==> src/rtl/shift_nbit_pipe.sv <==
// Pipelined multi-mode barrel shifter (SLL/SRL/SRA/ROR) for the PIM ALU.
// One registered mux stage per shift-amount bit, each with valid/ready flow control.
module shift_nbit_pipe #(
  parameter int WIDTH       = 32,
  parameter int SHIFT_WIDTH = 5   // log2(WIDTH); also the number of stages
) (
  input  logic                   clk,
  input  logic                   rst_n,
  input  logic                   in_valid,
  output logic                   in_ready,
  input  logic [WIDTH-1:0]       in_data,
  input  logic [SHIFT_WIDTH-1:0] in_shamt,
  input  logic [1:0]             in_op,
  output logic                   out_valid,
  input  logic                   out_ready,
  output logic [WIDTH-1:0]       out_data
);

  localparam logic [1:0] OP_SLL = 2'b00;
  localparam logic [1:0] OP_SRL = 2'b01;
  localparam logic [1:0] OP_SRA = 2'b10;
  localparam logic [1:0] OP_ROR = 2'b11;

  logic [WIDTH-1:0]       d_q   [SHIFT_WIDTH];
  logic [SHIFT_WIDTH-1:0] s_q   [SHIFT_WIDTH];
  logic [1:0]             o_q   [SHIFT_WIDTH];
  logic [SHIFT_WIDTH-1:0] v_q;

  logic [WIDTH-1:0]       d_nxt [SHIFT_WIDTH];
  logic [SHIFT_WIDTH-1:0] s_nxt [SHIFT_WIDTH];
  logic [1:0]             o_nxt [SHIFT_WIDTH];
  logic [SHIFT_WIDTH-1:0] v_nxt;
  logic [SHIFT_WIDTH-1:0] adv;

  for (genvar k = 0; k < SHIFT_WIDTH; k++) begin : g_stage
    localparam int AMT = 1 << k;
    logic [WIDTH-1:0] d_in;
    logic [WIDTH-1:0] sh;

    if (k == 0) begin : g_head
      assign d_in     = in_data;
      assign s_nxt[k] = in_shamt;
      assign o_nxt[k] = in_op;
      assign v_nxt[k] = in_valid;
    end else begin : g_link
      assign d_in     = d_q[k-1];
      assign s_nxt[k] = s_q[k-1];
      assign o_nxt[k] = o_q[k-1];
      assign v_nxt[k] = v_q[k-1];
    end

    // NOTE: sh gets a default before any branch so no path leaves it unassigned (no latch).
    always_comb begin
      sh = d_in;
      if (s_nxt[k][k]) begin
        case (o_nxt[k])
          OP_SLL:  sh = d_in << AMT;
          OP_SRL:  sh = d_in >> AMT;
          OP_SRA:  sh = $signed(d_in) >>> AMT;
          OP_ROR:  sh = (d_in >> AMT) | (d_in << (WIDTH - AMT));
          default: sh = d_in;
        endcase
      end
    end

    assign d_nxt[k] = sh;

    // Unrolled form of adv[k] = adv[k+1] || !v[k]: a stage advances unless it and
    // every stage downstream of it is occupied while the output is stalled.
    assign adv[k] = out_ready || !(&v_q[SHIFT_WIDTH-1:k]);
  end

  // NOTE: the payload registers are reset as well, so out_data reads 0 during reset
  // instead of stale or unknown data.
  always_ff @(posedge clk or negedge rst_n) begin
    if (!rst_n) begin
      v_q <= '0;
      for (int k = 0; k < SHIFT_WIDTH; k++) begin
        d_q[k] <= '0;
        s_q[k] <= '0;
        o_q[k] <= '0;
      end
    end else begin
      for (int k = 0; k < SHIFT_WIDTH; k++) begin
        if (adv[k]) begin
          v_q[k] <= v_nxt[k];
          if (v_nxt[k]) begin
            d_q[k] <= d_nxt[k];
            s_q[k] <= s_nxt[k];
            o_q[k] <= o_nxt[k];
          end
        end
      end
    end
  end

  assign in_ready  = adv[0];
  assign out_valid = v_q[SHIFT_WIDTH-1];
  assign out_data  = d_q[SHIFT_WIDTH-1];

endmodule

==> config.mk <==
export PLATFORM = sky130hd
export DESIGN_NAME = shift_nbit_pipe
export DESIGN_NICKNAME = d
export VERILOG_FILES = /design/src/rtl/shift_nbit_pipe.sv
export SDC_FILE = /design/constraint.sdc
export NUM_CORES = 1
export LEC_CHECK = 0
export ABC_AREA = 1
export CAP_MARGIN = 20
export CORE_MARGIN = 1.5
export CORE_UTILIZATION = 40
export DETAILED_ROUTE_END_ITERATION = 8
export GPL_ROUTABILITY_DRIVEN = 0
export PLACE_DENSITY_LB_ADDON = 0.08
export SLEW_MARGIN = 30
export SYNTH_ARGS = -nofsm -noshare
export SYNTH_HDL_FRONTEND = slang
export SYNTH_SLANG_ARGS = --single-unit
==> constraint.sdc <==
create_clock -name clk -period 2.5 [get_ports clk]
set_clock_uncertainty 0.2 [all_clocks]
set_input_delay 0.375 -clock clk [delete_from_list [all_inputs] [get_ports clk]]
set_output_delay 0.375 -clock clk [all_outputs]
set_load 0.01 [all_outputs]
==> images/layers.png <==
Drawn at 2 px/um. Two of the layers only.
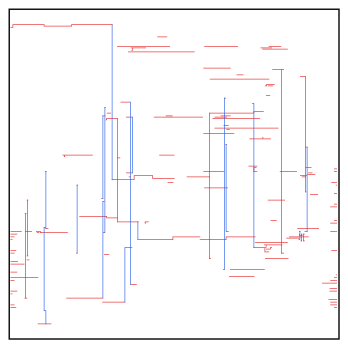
colour	layer	wire length
red	M3	925 um
blue	M4	1100 um

==> images/port_trees.png <==
Drawn at 3 px/um.
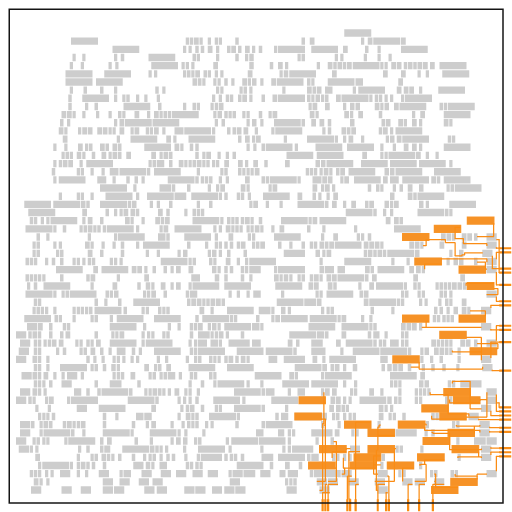
colour	port	bits	direction	edge	end cells	wire
orange	out_data	32	output	20 east, 12 south	32	778 um

==> flow_results.org <==
* Flow results

** Final layout
- The layout report lists the multi-input gate area as 0.004717 mm^2.
- Sequential cell area :: 0.004579 mm^2

** Global routing
- The via count of the first global-routing pass was 9108.
- Layer with the highest usage after global routing :: met2
- For this run, global-route usage on met2 was measured as 40.20%.
- Global routing used 23.28% of the available tracks.

** Setup path
- The worst setup path is launched from a register.
- R2r endpoint :: g_stage[4].d_in[13]
- Per the STA report, the cell with the highest stage delay on the worst path is sky130_fd_sc_hd__clkdlybuf4s50_1.
- Series of cell instances along the critical path :: nand2_1 -> nor2_2 -> nand3_2 -> clkdlybuf4s50_1

** Run status
- Status :: complete, no violations

** STA
- The last timing report of the flow puts the setup violation total at 0.
- Slew at the pin closest to its max-slew limit :: 0.6371 ns

** Logic synthesis
- Sequential elements use 44.13% of the synthesized area.
- Before any placement, the netlist area is recorded as 0.01038 mm^2.
- After synthesis, the netlist uses 23 different library cells.

** Placement
- Including well taps, the total number of placed cells is 1902.

** Power and ir drop
- Tot Pwr :: 0.01354 W

** Floorplan
- Boundary Pins :: 77

** Clocking
- In this run, CTS created clock tree buffers numbering 17.
==> images/placed.png <==
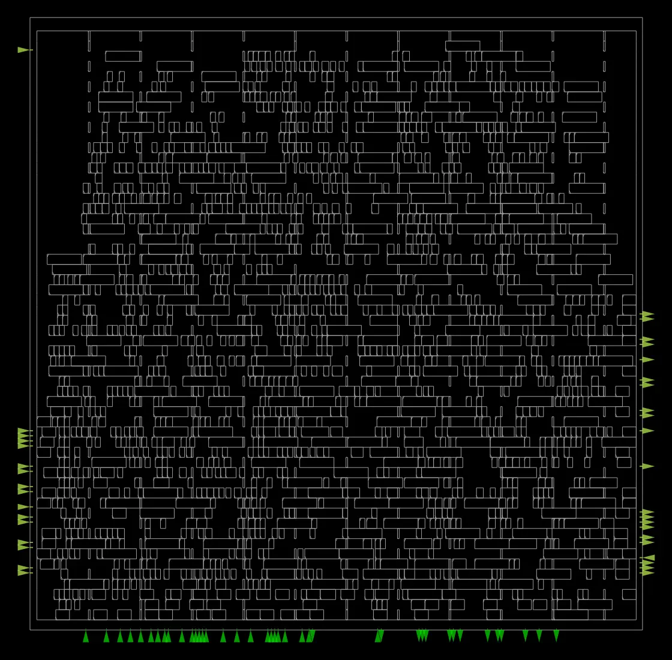
Layout fillers: 2675
number of flip-flops and latches: 183
flip-flop and latch share of the layout cell area: 38.36%
CORE AREA: 0.02533 mm^2
non-filler instance count after layout: 1934

==> images/ff_map.png <==
Drawn at 3 px/um. Other sequential cells in the stronger grey, the rest of the logic in the fainter grey.
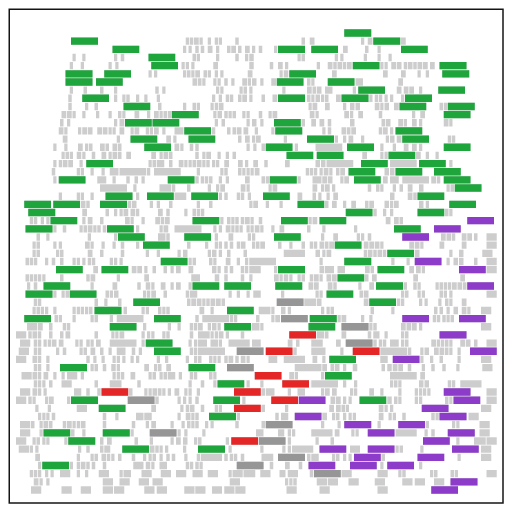
colour	netlist name	sequential cells	where
green	g_stage.d_in	128	all over the die
red	s_nxt	10	south
purple	out_data	32	south-east

[kinds of logic after synthesis]
| group | Yosys count | share of synthesized area [%] |
|---|---|---|
| compound gates | 179 | 8.862 |
| buf+inv | 242 | 10.42 |
| flops | 183 | 44.13 |
| simple gates | 951 | 36.59 |
[cell type report]
cell class	count	area share (%)
well taps	330	3.458
inverters	154	4.842
multi-input cells	1130	39.51
clock buffers	18	3.678
clock inverters	13	1.027
repair buffers	106	9.128
flip-flops and latches	183	38.36
[cells in the final DEF, fill, tap and decap left out]
| cell type | netlist | layout |
|---|---|---|
| sky130_fd_sc_hd__nand2_2 | 1 | 1 |
| sky130_fd_sc_hd__o21ai_0 | 70 | 70 |
| sky130_fd_sc_hd__inv_2 | 6 | 7 |
| sky130_fd_sc_hd__inv_1 | 147 | 146 |
| sky130_fd_sc_hd__nand3_2 | 1 | 1 |
| sky130_fd_sc_hd__nand3_1 | 141 | 141 |
| sky130_fd_sc_hd__o21ai_1 | 28 | 28 |
| sky130_fd_sc_hd__inv_6 | 0 | 6 |
| sky130_fd_sc_hd__nor2_1 | 82 | 82 |
| sky130_fd_sc_hd__nand2_4 | 3 | 3 |
| sky130_fd_sc_hd__buf_4 | 10 | 21 |
| sky130_fd_sc_hd__buf_12 | 0 | 8 |
| sky130_fd_sc_hd__a21oi_1 | 74 | 74 |
| sky130_fd_sc_hd__clkbuf_8 | 0 | 1 |
| sky130_fd_sc_hd__clkinv_2 | 0 | 1 |
| sky130_fd_sc_hd__nand2_1 | 719 | 719 |
| sky130_fd_sc_hd__a21oi_2 | 1 | 1 |
| sky130_fd_sc_hd__inv_8 | 0 | 5 |
| sky130_fd_sc_hd__nor2_2 | 2 | 2 |
| sky130_fd_sc_hd__clkinv_4 | 0 | 1 |
| sky130_fd_sc_hd__a31oi_1 | 1 | 1 |
| sky130_fd_sc_hd__dlygate4sd3_1 | 0 | 1 |
| sky130_fd_sc_hd__dfrtp_1 | 183 | 183 |
| sky130_fd_sc_hd__nor2_4 | 2 | 2 |
| sky130_fd_sc_hd__clkbuf_16 | 0 | 17 |
| sky130_fd_sc_hd__o21ai_2 | 5 | 5 |
| sky130_fd_sc_hd__buf_6 | 11 | 1 |
| sky130_fd_sc_hd__clkdlybuf4s50_1 | 0 | 75 |
| sky130_fd_sc_hd__clkinv_1 | 1 | 1 |
[layer usage]
metal  routed length, um  vias up
li1                    -     4873
met1               13160     4453
met2               14640      221
met3                 925       53
met4                1095        0
met5                   0        -
[sequential cells by signal, indices dropped and copies added (netlist names)]
| signal | count |
|---|---|
| v_q | 5 |
| o_nxt | 8 |
| g_stage.d_in | 128 |
| out_data | 32 |
| s_nxt | 10 |
[critical path, delay by kind of cell (launching register included)]
family	cells	cell delay [ns]
flip-flops	1	0.40
buffers and inverters	1	0.50
AND/OR/NAND/NOR	3	0.35
[power by group]
group	internal [W]	switching [W]	leakage [nW]
sequential	0.00406	0.000971	2.26
clock	0.00135	0.00132	0.282
combinational	0.00215	0.00370	3.68
total	0.00756	0.00598	6.22
Power figures rest on the tool's default switching activity, not on a simulated workload.
